Figure 1. Routing congestion (run 1).
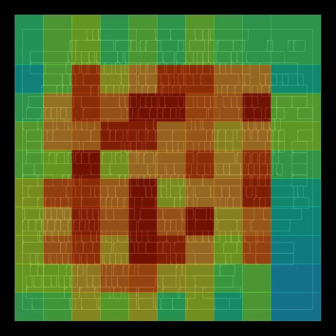
Figure 2. A small window of the routed layout (run 1).
Window x 17 to 57, y 32 to 72 µm. Cells in grey, sequential cells in the stronger grey; small squares are vias.
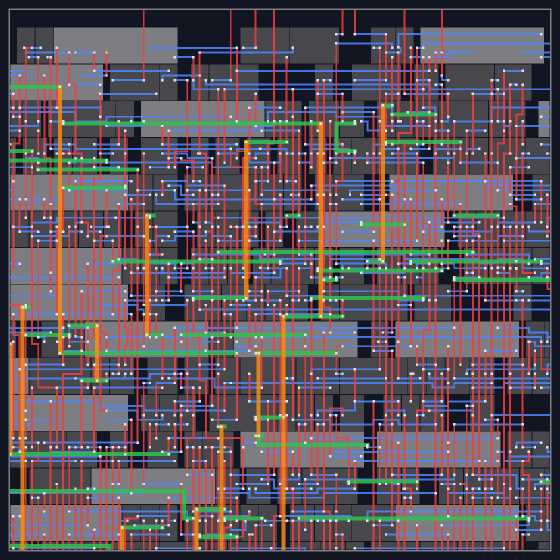
Figure 3. Sequential cells coloured by netlist name (run 1).
Scale: 6 px per µm. Other sequential cells in the stronger grey, the rest of the logic in the fainter grey.
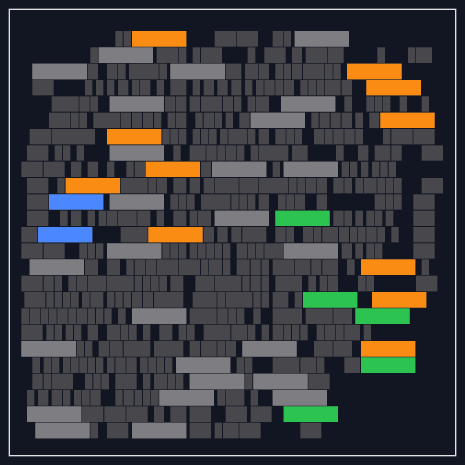
$ cat src/rtl/wgt_tile_addr_gen.sv
// Weight-buffer address sequencer: walks every filter tile of the systolic array and
// emits DEPTH consecutive read addresses per tile, with stall, tile handshake and abort.
module wgt_tile_addr_gen #(
  parameter int SYSTOLIC_SIZE = 16,
  parameter int KERNEL_SIZE   = 3,
  parameter int NO_CHANNEL    = 3,
  parameter int NO_FILTER     = 19,
  parameter int ADDR_WIDTH    = 11,
  parameter int SIZE_WIDTH    = 5
) (
  input  logic                  clk,
  input  logic                  rst,
  input  logic                  start,
  input  logic [ADDR_WIDTH-1:0] base_addr,
  input  logic                  stall,
  input  logic                  next_tile,
  input  logic                  abort,
  output logic [ADDR_WIDTH-1:0] wgt_addr,
  output logic                  read_en,
  output logic [SIZE_WIDTH-1:0] size,
  output logic [ADDR_WIDTH-1:0] tile_idx,
  output logic                  tile_done,
  output logic                  done,
  output logic                  busy,
  output logic [1:0]            state_dbg
);

  // Handshake: a read is transferred on every cycle where read_en is high; the
  // consumer lowers its ready by raising stall, which holds wgt_addr and k.
  localparam int DEPTH     = KERNEL_SIZE * KERNEL_SIZE * NO_CHANNEL;
  localparam int NT        = (NO_FILTER + SYSTOLIC_SIZE - 1) / SYSTOLIC_SIZE;
  localparam int LAST_SIZE = NO_FILTER - (NT - 1) * SYSTOLIC_SIZE;
  localparam int KW        = (DEPTH > 1) ? $clog2(DEPTH) : 1;

  localparam logic [KW-1:0]         K_LAST     = KW'(DEPTH - 1);
  localparam logic [ADDR_WIDTH-1:0] DEPTH_A    = ADDR_WIDTH'(DEPTH);
  localparam logic [ADDR_WIDTH-1:0] TILE_LAST  = ADDR_WIDTH'(NT - 1);
  localparam logic [SIZE_WIDTH-1:0] FULL_SIZE  = SIZE_WIDTH'(SYSTOLIC_SIZE);
  localparam logic [SIZE_WIDTH-1:0] TAIL_SIZE  = SIZE_WIDTH'(LAST_SIZE);

  typedef enum logic [1:0] {
    IDLE      = 2'd0,
    READ      = 2'd1,
    WAIT_TILE = 2'd2,
    DONE      = 2'd3
  } state_t;

  state_t                  state, state_nxt;
  logic [KW-1:0]           k;
  logic [ADDR_WIDTH-1:0]   tile_base;
  logic                    last_k;
  logic                    last_tile;

  assign last_k    = (k == K_LAST);
  assign last_tile = (tile_idx == TILE_LAST);
  assign state_dbg = state;

  always_ff @(posedge clk or posedge rst) begin
    if (rst) state <= IDLE;
    else     state <= state_nxt;
  end

  always_comb begin
    state_nxt = state;
    read_en   = 1'b0;
    busy      = (state != IDLE);
    case (state)
      IDLE: begin
        if (start) state_nxt = READ;
      end
      READ: begin
        read_en = ~stall;
        if (abort)                 state_nxt = IDLE;
        else if (!stall && last_k) state_nxt = last_tile ? DONE : WAIT_TILE;
      end
      WAIT_TILE: begin
        if (abort)          state_nxt = IDLE;
        else if (next_tile) state_nxt = READ;
      end
      DONE: begin
        state_nxt = IDLE;
      end
      default: state_nxt = IDLE;
    endcase
  end

  // tile_base accumulates DEPTH per tile so the next tile's first address is ready
  // without a multiplier; it wraps modulo 2^ADDR_WIDTH like wgt_addr.
  always_ff @(posedge clk or posedge rst) begin
    if (rst) begin
      wgt_addr  <= '0;
      tile_base <= '0;
      k         <= '0;
      tile_idx  <= '0;
      size      <= '0;
      tile_done <= 1'b0;
      done      <= 1'b0;
    end else begin
      tile_done <= 1'b0;
      done      <= 1'b0;
      case (state)
        IDLE: begin
          if (start) begin
            wgt_addr  <= base_addr;
            tile_base <= base_addr;
            k         <= '0;
            tile_idx  <= '0;
            size      <= (NT == 1) ? TAIL_SIZE : FULL_SIZE;
          end
        end
        READ: begin
          if (!abort && !stall) begin
            if (last_k) begin
              tile_base <= tile_base + DEPTH_A;
              tile_done <= 1'b1;
              done      <= last_tile;
            end else begin
              k        <= k + KW'(1);
              wgt_addr <= wgt_addr + ADDR_WIDTH'(1);
            end
          end
        end
        WAIT_TILE: begin
          if (!abort && next_tile) begin
            tile_idx <= tile_idx + ADDR_WIDTH'(1);
            k        <= '0;
            wgt_addr <= tile_base;
            size     <= ((tile_idx + ADDR_WIDTH'(1)) == TILE_LAST) ? TAIL_SIZE : FULL_SIZE;
          end
        end
        default: ;
      endcase
    end
  end

endmodule

$ cat config.mk
export PLATFORM = sky130hd
export DESIGN_NAME = wgt_tile_addr_gen
export DESIGN_NICKNAME = d
export VERILOG_FILES = /design/src/rtl/wgt_tile_addr_gen.sv
export SDC_FILE = /design/constraint.sdc
export NUM_CORES = 1
export LEC_CHECK = 0
export ABC_AREA = 1
export CAP_MARGIN = 10
export CORE_MARGIN = 1.5
export CORE_UTILIZATION = 58
export DETAILED_ROUTE_END_ITERATION = 12
export GPL_TIMING_DRIVEN = 0
export PLACE_DENSITY = 0.95
export SYNTH_ARGS = -nofsm -noshare
export SYNTH_HDL_FRONTEND = slang
export SYNTH_SLANG_ARGS = --single-unit
$ cat constraint.sdc
create_clock -name clk -period 2.7 [get_ports clk]
set_input_delay 0.405 -clock clk [delete_from_list [all_inputs] [get_ports clk]]
set_output_delay 0.405 -clock clk [all_outputs]
set_load 0.03 [all_outputs]
==> summary.txt, run 1 <==
The full implementation flow was run.

The flow ran to the end, and the final reports show no timing, DRC or antenna violations. The via count of the first global-routing pass is 2938. In this run the core area contains 25 standard-cell rows. Among all cell types in the netlist, the one instantiated most often is sky130_fd_sc_hd__nand2_1. The portion of the layout cell area used by clock cells stands at 2.669%. Per the layout report, the design carries 350 filler cells. Per the OpenROAD power report, switching power amounts to 2226 µW.

TritonCTS built the clock tree. The highest cell delay on the worst timing path stands at 430 ps. For the worst setup path, the data required time is 2300 ps. Per report_power, the combinational group accounts for 62.8% of the total. The detail-routed net length per standard cell stands at 15.15 µm. Synthesis produced 421 cells. The minimum clock period after layout stands at 2498 ps. The number of warnings reported in the stage logs is 32. The startpoint identified for the worst register-to-register timing path is state_dbg[0]. The number of buffers created by CTS stands at 5. Per the synthesis report, the number of distinct cell types is 35.

The logic gate fraction of the total cell area stands at 42.46%. After synthesis, the design contains 421 cells according to Yosys. Per the layout report, the design carries 65 non-clock buffers. The routed layout has 3092 vias. According to the hold report, the worst path is of the input pin to asynchronous set/reset pin type. Looking at the clock tree report, the root buffer type is sky130_fd_sc_hd__clkbuf_8. The final layout reports a setup TNS of 0 ps. In the synthesized netlist, the cells that appear most often are sky130_fd_sc_hd__nand2_1 (123), sky130_fd_sc_hd__inv_1 (48), sky130_fd_sc_hd__dfrtp_1 (44), sky130_fd_sc_hd__nor2_1 (41), sky130_fd_sc_hd__o21ai_0 (29). The largest buffer count on any clock path stands at 2.

The worst-path maximum fanout stands at 10. The number of setup buffers added after CTS stands at 0. The library cells used most frequently in the layout, excluding fill and tap cells, are sky130_fd_sc_hd__nand2_1 (123), sky130_fd_sc_hd__inv_1 (47), sky130_fd_sc_hd__clkdlybuf4s50_1 (46), sky130_fd_sc_hd__dfrtp_1 (44), sky130_fd_sc_hd__nor2_1 (41). TritonRoute reported its final design rule violation total as 0. STA classifies the critical path endpoint as an output port.

The analysis attributes to cell leakage a power of 0.001707 µW. The most critical setup path has its startpoint at state_dbg[1]. The worst reg-to-reg setup slack stands at 700 ps. Non-clock inverters in the final layout number 53.

The proportion of layout cells with a drive suffix above 1 stands at 7.547%. The count of H-tree levels built during CTS stands at 2. The first-pass GRT wire length stands at 13.53 mm. The post-CTS hold buffer count recorded in the log is 0.

The final clock skew stands at 8.570 ps. The routed metal-1 wire length stands at 3.320 mm. The floorplan core density stands at 61.36%. The number of hold violations in the final report stands at 0. 50 I/O pins were placed. The critical path is of the flop to output port type. For the pin with the worst max-slew slack, the measured transition is 539.1 ps.

The sequential cell count stands at 44. The final global-route overflow total stands at 0. The repair_antennas step left the layout with diodes totalling 0.

Summing all non-filler instances in the final layout gives an area of 3610 µm². The length of the first detailed-routing pass in iterations stands at 5. The clock sink total stands at 44. The timing report gives the clock slew at the launch and capture registers of the worst setup and hold paths as 80 ps. In the layout the tool counted multi-input logic cells amounting to 308. The post-synthesis share of cell area spent on and-or and or-and gates stands at 15.76%. The residual antenna-violating net count after detailed routing stands at 0.

The clock network fraction of design power stands at 10.6%. The largest registers in the layout are tile_base: 11 flops, tile_idx: 11 flops, wgt_addr: 11 flops. Derived from the worst setup path, the maximum achievable clock frequency is 400.4 MHz. The largest total area in the synthesized netlist belongs to sky130_fd_sc_hd__dfrtp_1.

The register bit total from synthesis stands at 44. The met2 wire length stands at 4.105 mm. The number of nets in the finished design stands at 505. The worst pin sits at a relative slew slack of 64.06%. Among all stages on the critical path, the largest delay is contributed by sky130_fd_sc_hd__dfrtp_1. The area of the multi-input gates stands at 1533 µm². The adder and majority cell fraction of the synthesized area stands at 4.687%. The chip occupies 5499 µm². Looking at the global route congestion table, the highest-usage layer is met2. For reference, the final report shows the max-slew violation count at 0. The total routed wirelength stands at 8.240 mm. Looking at the cell usage after synthesis, the top flip-flop cell is sky130_fd_sc_hd__dfrtp_1. The portion of netlist area occupied by mux cells stands at 0%. For the worst setup path, the data arrival time is 2090 ps. The biggest slice of the area belongs to combinational gates.

The portion of the layout cell area used by non-clock buffers stands at 16.53%. The hold slack stands at 438.5 ps.
About Figure 1:
met1 demand-to-capacity share in global routing: 39.98%
post-route core utilization: 75.42%
met3 usage in global routing: 7.317%
global-route total usage across every layer: 32.32%
met2 layer usage reported by global route: 55.16%

About Figure 2:
colour	layer
orange	metal 4
red	metal 2
blue	metal 1
green	metal 3
cells with their middle in the window	181
sequential cells in the window	18
netlist names of flops here include	`tile_base` (10), `wgt_addr` (4), `tile_idx` (3)
most frequent	nand2_1 (44), a21oi_1 (19), dfrtp_1 (18)

About Figure 3:
colour	netlist name	flops
blue	`size`	2
orange	`wgt_addr`	11
green	`k`	5
seq pwr: 1150 µW
area of all sequential standard cells: 1101 µm²
flop share of the area: 30.50%

-- run 1: power by group through the flow --
stage	clock network [µW]	logic (µW)	registers, µW
after detailed placement	0	2620	1150
after global placement	0	2510	1140
after global routing	478	2970	1180
after CTS	453	2660	1140
after floorplan	0	1630	1320
final	454	2700	1150
-- run 1: per-stage QoR --
step	setup slack, ps	util [%]	instances	power, µW
4_1_cts	212.8	75.42	544	4249
3_3_place_gp	343.6	73.02	536	3649
2_1_floorplan	751.6	-	422	2945
3_5_place_dp	316.3	73.44	537	3772
6_report	202.2	75.42	544	4302
5_1_grt	88.81	75.42	544	4627
-- run 1: critical path: cells and delay by family (launching register included) --
kind / cells / cell delay (ps)
simple gates: 1 / 70
buf+inv: 4 / 1020
flops: 1 / 430
fa+ha+maj: 1 / 270
==> inputs of run 2 (changes only) <==
--- a/config.mk
+++ b/config.mk
@@ -12,6 +12,7 @@
 export DETAILED_ROUTE_END_ITERATION = 12
 export GPL_TIMING_DRIVEN = 0
 export PLACE_DENSITY = 0.95
+export SKIP_LAST_GASP = 1
 export SYNTH_ARGS = -nofsm -noshare
 export SYNTH_HDL_FRONTEND = slang
 export SYNTH_SLANG_ARGS = --single-unit
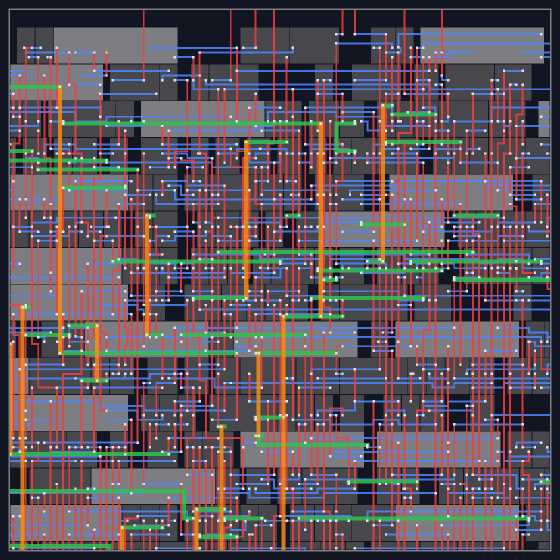
Figure 4: run 2, a small window of the routed layout.
Window x 17 to 57, y 32 to 72 µm. Cells in grey, sequential cells in the stronger grey; small squares are vias.

==> summary.txt, run 2 <==
The full implementation flow was run.

The post-synthesis xor/xnor area fraction stands at 2.088%. For this run, asynchronously set or reset flops after synthesis account for 100.0%. The peak supply drop stands at 0.0009424 V.

The worst hold path belongs to the class input pin to asynchronous set/reset pin. Per the timing report, the most critical flop-to-flop path finishes at wgt_addr[4]. The number of gates on the worst path with buffers counted stands at 6. The clock passes through at most 2 buffers. The chip area in the Yosys report stands at 2937 µm². The number of inserted diodes stands at 0.

The via density per instance stands at 5.684. For this run the top cell type by instance count after synthesis was sky130_fd_sc_hd__nand2_1. TritonCTS built the clock tree.

The post-layout period usage of the worst path stands at 92.51%. The post-route report lists met1 wire length as 3.320 mm. The OpenROAD report gives the critical path a data arrival time of 2090 ps. The detail-routed net length per standard cell stands at 15.15 µm.

Looking at the clock tree report, the root buffer type is sky130_fd_sc_hd__clkbuf_8. The transition time at the pin with the least slew margin stands at 539.1 ps. The area of the multi-input gates stands at 1533 µm². The worst-path maximum fanout stands at 10. The clock network fraction of design power stands at 10.6%. The worst path buffer plus inverter count stands at 4. The first global-routing pass estimated 13.53 mm of wire.

The number of logic inverters in the finished layout stands at 53. In this run the worst setup path terminates at read_en. The floorplan core density stands at 61.36%. The portion of synthesized area spent on multiplexers is 0%. The count of filler cells inserted in the layout stands at 350. The reported max-cap violation count stands at 0. In this run, synthesis produced a sequential element count of 44.

The routed design uses 596 µm of met3 wire. The post-synthesis sequential area ratio stands at 37.49%. The number of nets in the finished design stands at 505. Global routing used 7.317% of the available met3 tracks. Summing all flip-flop and latch instances after layout gives 1101 µm². The switching component of the power stands at 2226 µW. Among logic cells in the layout, the one with the most instances is sky130_fd_sc_hd__nand2_1. The via count of the first global-routing pass is 2938. For reference, the top logic cell family by area is simple AND/OR/NAND/NOR gates.

The worst reg-to-reg setup slack stands at 700 ps. The most critical hold endpoint after final layout shows a slack of 438.5 ps. Between the synthesized netlist and the finished layout, the area growth was recorded as 22.92%.

Before antenna repair, the detailed router went through 5 iterations. In the routed design, unresolved DRC markers number 0. The placement summary gives the final routability congestion estimate as 0.9357. The chip occupies 5499 µm². For the final routed database, the setup TNS stands at 0 ps. Broken down by cell family, the worst path's largest delay share belongs to buffers and inverters. The leakage power stands at 0.001707 µW. The fraction of met1 tracks used by global routing stands at 39.98%. Clock tree synthesis inserted a total of 5 buffers. The initialized floorplan defines 25 standard-cell rows. Headroom to the max-slew limit came out at 64.06%.

The estimated wirelength of the detail-placed design stands at 5.774 mm. For the final database, setup skew stands at 8.570 ps. Per STA, the highest per-stage delay on the worst path measures 430 ps. The detailed router reports a met2 wire length of 4.105 mm. The global-route usage over all layers stands at 32.32%. Per the synthesis report, the dominant area consumer among library cells is sky130_fd_sc_hd__dfrtp_1. For reference, the critical path cell chain is inv_1 -> ha_1 -> inv_2 -> clkbuf_1 -> nor2_1 -> dlygate4sd2_1. The required arrival time at the worst endpoint stands at 2300 ps. In the setup report, the worst path falls into the class flop to output port.

Across all layers, the routed design uses 3092 vias. STA classifies the critical path startpoint as a flop. The post-synthesis instance total stands at 421.

The run finished with clean final reports. The multi-input combinational cell count stands at 308. The final max-slew violation count recorded for this run is 0.

In the power breakdown, the internal column shows 2076 µW. The clock sink total stands at 44. The detail route stage leaves a number of antenna-violating nets equal to 0. In the final layout, excluding clock buffers the buffer count is 65. Combinational logic is responsible for 62.8% of the overall power.

The tool warning count for the run is 32. In this run the worst setup path begins at state_dbg[1]. The switching portion of total power stands at 51.75%. In the final layout, the registers with the most flip-flops are tile_base: 11 flops, tile_idx: 11 flops, wgt_addr: 11 flops.

The core area stands at 4786 µm². Looking at the reg2reg group, the worst path starts from state_dbg[0]. Of the total synthesized cell area, the portion taken by AND-OR and OR-AND cells is 15.76%. The routed design could run at a clock period as short as 2498 ps.

Signal routing reaches up to met4. During I/O placement, the number of pins put on the boundary was 50. After synthesis the cells add up to 2937 µm². The total routed wirelength stands at 8.240 mm. Per the OpenROAD floorplan log, the width of the die is 74.16 µm.

In this run the mean area of a mapped cell was 6.975 µm². The maximum operating frequency stands at 400.4 MHz. Across the whole layout, multi-input logic makes up 42.46% of the cell area. The proportion of layout cells with a drive suffix above 1 stands at 7.547%. The global router reports that the layer with the highest usage is met2. The well tap count stands at 67. The commonest cells after synthesis are sky130_fd_sc_hd__nand2_1 (123), sky130_fd_sc_hd__inv_1 (48), sky130_fd_sc_hd__dfrtp_1 (44), sky130_fd_sc_hd__nor2_1 (41), sky130_fd_sc_hd__o21ai_0 (29). The worst setup path is captured at an output port.

By instance count after routing, the leading logic cell types are sky130_fd_sc_hd__nand2_1 (123), sky130_fd_sc_hd__inv_1 (47), sky130_fd_sc_hd__clkdlybuf4s50_1 (46), sky130_fd_sc_hd__dfrtp_1 (44), sky130_fd_sc_hd__nor2_1 (41). According to the cell report, flip-flops and latches in the layout number 44. The fraction of final cell area spent on non-clock buffers in this run is 16.53%. The layout report lists the clock-cell share of area as 2.669%.

Across the whole layout, storage elements make up 30.50% of the cell area. The number of warnings issued by yosys stands at 0. The number of hold violations in the final report stands at 0. The class occupying the most area after layout is reported as combinational gates. The global route stage reports its total congestion overflow as 0. Looking at the critical path, the single cell with the biggest stage delay is sky130_fd_sc_hd__dfrtp_1. The adder and majority cell fraction of the synthesized area stands at 4.687%.

The number of different library cells in the post-synthesis netlist stands at 35. The top cell type's share of synthesized area stands at 37.49%. The H-tree was split into 2 levels. The share of synthesized cell area in and, or, nand and nor gates stands at 29.40%.

The met2 usage in global routing stands at 55.16%. Entering global routing, the biggest net connects 45 pins. After synthesis, the design contains 421 cells according to Yosys. Post-synth the commonest register cell is sky130_fd_sc_hd__dfrtp_1.

The clock transition time at the flip-flop clock pins of the worst setup and hold paths stands at 80 ps.
==> run 2: power by group through the flow <==
stage,Sequential [µW],Combinational (µW),Clock (µW)
floorplan,1320,1630,0
global placement,1140,2510,0
detailed placement,1150,2620,0
CTS,1140,2660,453
global route,1180,2970,478
finish,1150,2700,454
==> run 2: per-stage QoR <==
stage,cells,util [%],worst slack (ps),power (µW),area (µm²)
3_3_place_gp,536,73.02,343.6,3649,3495
5_1_grt,544,75.42,88.81,4627,3610
3_5_place_dp,537,73.44,316.3,3772,3515
4_1_cts,544,75.42,212.8,4249,3610
2_1_floorplan,422,-,751.6,2945,2940
6_report,544,75.42,202.2,4302,3610
==> run 2: timing repair <==
item | CTS | global route
endpoints found under the setup margin | 1 | 0
resized | 1 | 0
setup buffers | 0 | 0
hold buffers | 0 | 0
==> inputs of run 3 (changes only) <==
--- a/config.mk
+++ b/config.mk
@@ -8,10 +8,10 @@
 export ABC_AREA = 1
 export CAP_MARGIN = 10
 export CORE_MARGIN = 1.5
-export CORE_UTILIZATION = 58
+export CORE_UTILIZATION = 54
 export DETAILED_ROUTE_END_ITERATION = 12
 export GPL_TIMING_DRIVEN = 0
-export PLACE_DENSITY = 0.95
+export PLACE_DENSITY = 0.92
 export SKIP_LAST_GASP = 1
 export SYNTH_ARGS = -nofsm -noshare
 export SYNTH_HDL_FRONTEND = slang
==> constraint.sdc (replaced) <==
create_clock -name clk -period 2.8 [get_ports clk]
set_input_delay 0.42 -clock clk [delete_from_list [all_inputs] [get_ports clk]]
set_output_delay 0.42 -clock clk [all_outputs]
set_load 0.03 [all_outputs]
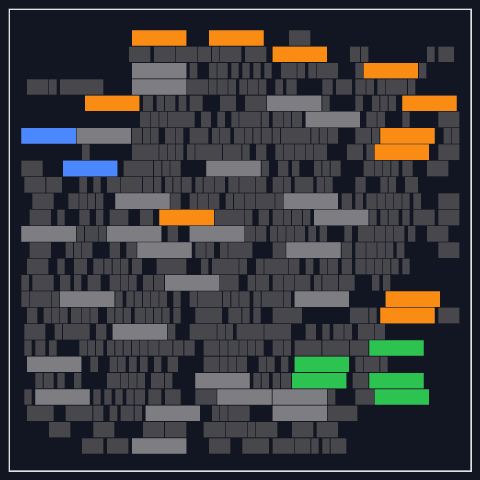
Figure 5: run 3, sequential cells coloured by netlist name.
Scale: 6 px per µm. Other sequential cells in the stronger grey, the rest of the logic in the fainter grey.
flop share of the area: 30.47%
post-route core utilization: 69.86%

==> summary.txt, run 3 <==
The full implementation flow was run.

The via count of the first global-routing pass came to 2917. TritonCTS built the clock tree. The area of the multi-input gates stands at 1533 µm². In this run, post-CTS repair resized a total of 0 instances.

Clock network power for this build is 424 µW. The chip footprint stands at 5890 µm². The well tap count stands at 70. The power report puts the leakage power at 0.001718 µW. The slew check shows that the tightest pin keeps a relative margin of 63.56%.

From left edge to right edge, the die measures 76.75 µm. In this run the remaining antenna-violating nets after routing total 0. In this run the clock root is driven by a sky130_fd_sc_hd__clkbuf_8. The top cell type's share of synthesized area stands at 37.49%. Looking at the max-slew report, the worst-margin pin has a slew of 546.6 ps. In this run the worst hold path is classified as input pin to asynchronous set/reset pin.

The tool warning count stands at 32. Ranked by power, first place goes to combinational logic. At the worst endpoint, the arrival time is 1990 ps. The core area stands at 5172 µm². The count of boundary I/O pins stands at 50. The cell area that synthesis handed to floorplanning was 2937 µm². The logic gate fraction of the total cell area stands at 42.42%. For the finished layout, the period the worst path requires is 2408 ps. The tool flagged a number of max-cap violations equal to 0. In the final layout, non-clock buffers account for 16.62% of the cell area. For this design the total switching power over the nets is 2099 µW. The post-synthesis sequential area ratio stands at 37.49%.

The area recorded from the Yosys report for this design is 2937 µm². The script computed the net switching share of total power as 51.45%. Per the area breakdown, the dominant cell category is combinational gates. The run finished with clean final reports. After the last flow step, the layout net total stands at 505.

In this run, placement finished with an instance count of 540. For this run the detailed placement stage logged an HPWL of 5.767 mm. The number of warnings issued by yosys stands at 0. The first global-routing pass estimated 13.19 mm of wire.

The floorplan core density stands at 56.77%. The number of cell instances after yosys synthesis stands at 421. TritonRoute output was used to compute an average wire per cell of 14.33 µm. The routed metal-1 wire length stands at 3.205 mm. The sequential cell count stands at 44.

The number of logic inverters in the finished layout stands at 53. Per STA, the endpoint of the critical path is read_en. Per the cell usage report, the commonest logic cells after layout are sky130_fd_sc_hd__nand2_1 (123), sky130_fd_sc_hd__inv_1 (47), sky130_fd_sc_hd__clkdlybuf4s50_1 (46), sky130_fd_sc_hd__dfrtp_1 (44), sky130_fd_sc_hd__nor2_1 (41).

OpenSTA, run right after detailed placement, puts the worst setup slack at 380.3 ps. The setup path with the least slack is of type flop to output port. The count of H-tree levels built during CTS stands at 2. The clock transition time at the flip-flop clock pins of the worst setup and hold paths stands at 90 ps. After detailed routing, the number of remaining DRC violations is 0. For this run, combinational gates with multiple inputs come to 308.

The async set-reset flop share out of synthesis stands at 100.0%. The total overflow left after global routing is 0. The proportion of layout cells with a drive suffix above 1 stands at 7.741%. The commonest cells after synthesis are sky130_fd_sc_hd__nand2_1 (123), sky130_fd_sc_hd__inv_1 (48), sky130_fd_sc_hd__dfrtp_1 (44), sky130_fd_sc_hd__nor2_1 (41), sky130_fd_sc_hd__o21ai_0 (29).

Summing all flip-flop and latch instances after layout gives 1101 µm². According to the timing report, the critical path is launched from state_dbg[1]. The final count of pins violating max slew stands at 0. The via count stands at 3088.

The total placed instance area stands at 3518 µm². The design draws 4080 µW. The highest cell delay on the worst timing path stands at 440 ps. The placer's final routability congestion estimate stands at 0.9271. The largest buffer count on any clock path stands at 2. The commonest register cell is sky130_fd_sc_hd__dfrtp_1.

The met3 wirelength from detailed routing stands at 466 µm. The number of inserted diodes stands at 0. According to the timing report, the data required time at the worst endpoint equals 2380 ps. Summed over all instances, the cell type with the most area after synthesis is sky130_fd_sc_hd__dfrtp_1. The detailed router reports a met2 wire length of 4.017 mm. The length of the first detailed-routing pass in iterations stands at 6. The post-cts hold-fix buffer tally stands at 0. Once layout is complete, the cells apart from fillers number 548. Among cell families on the critical path, the largest total delay comes from buffers and inverters. The total routed wirelength stands at 7.854 mm. Sequential power for this build is 1110 µW. The largest registers in the layout are tile_base: 11 flops, tile_idx: 11 flops, wgt_addr: 11 flops. In this run the critical register-to-register path is captured at wgt_addr[6]. The worst setup path is captured at an output port. In this run, power in combinational logic comes to 2550 µW.

Hold-check failures listed in the final report amount to 0. Signal nets in the final route climb as high as met4. Setup slack closes at 392.0 ps. The layout has 408 filler cells. The number of setup buffers added after CTS stands at 0. The hold slack stands at 377.2 ps.

The worst setup path is launched from a flop. Looking at the global route congestion table, the highest-usage layer is met2. The maximum operating frequency stands at 415.3 MHz. The floorplan has 26 rows. The number of gates on the worst path with buffers counted stands at 6. The peak supply drop stands at 0.0007845 V.

Entering global routing, the biggest net connects 33 pins. By instance count after routing, the leading logic cell type is sky130_fd_sc_hd__nand2_1.
[run 3: cell count changes in the layout (fill, tap and decap cells not counted)]
| cell | before | now |
|---|---|---|
| sky130_fd_sc_hd__clkinv_2 | 0 | 2 |
| sky130_fd_sc_hd__clkbuf_8 | 7 | 6 |
| sky130_fd_sc_hd__dlygate4sd2_1 | 1 | 0 |
| sky130_fd_sc_hd__dlymetal6s2s_1 | 0 | 1 |
[run 3: logic make-up (layout without fill, tap and decap cells)]
kind of cell               count (synthesis)  count (layout)  share of synthesized area (%)
other                                      1               2                         0.1277
AOI/OAI and AO/OA                         81              81                          15.77
and+or+nand+nor                          207             207                          29.40
xor gates and xnor gates                   7               7                          2.088
buffers and inverters                     70             126                          10.44
adders and majority gates                 11              11                          4.687
DFF                                       44              44                          37.49
Power and IR drop assume default switching activity.
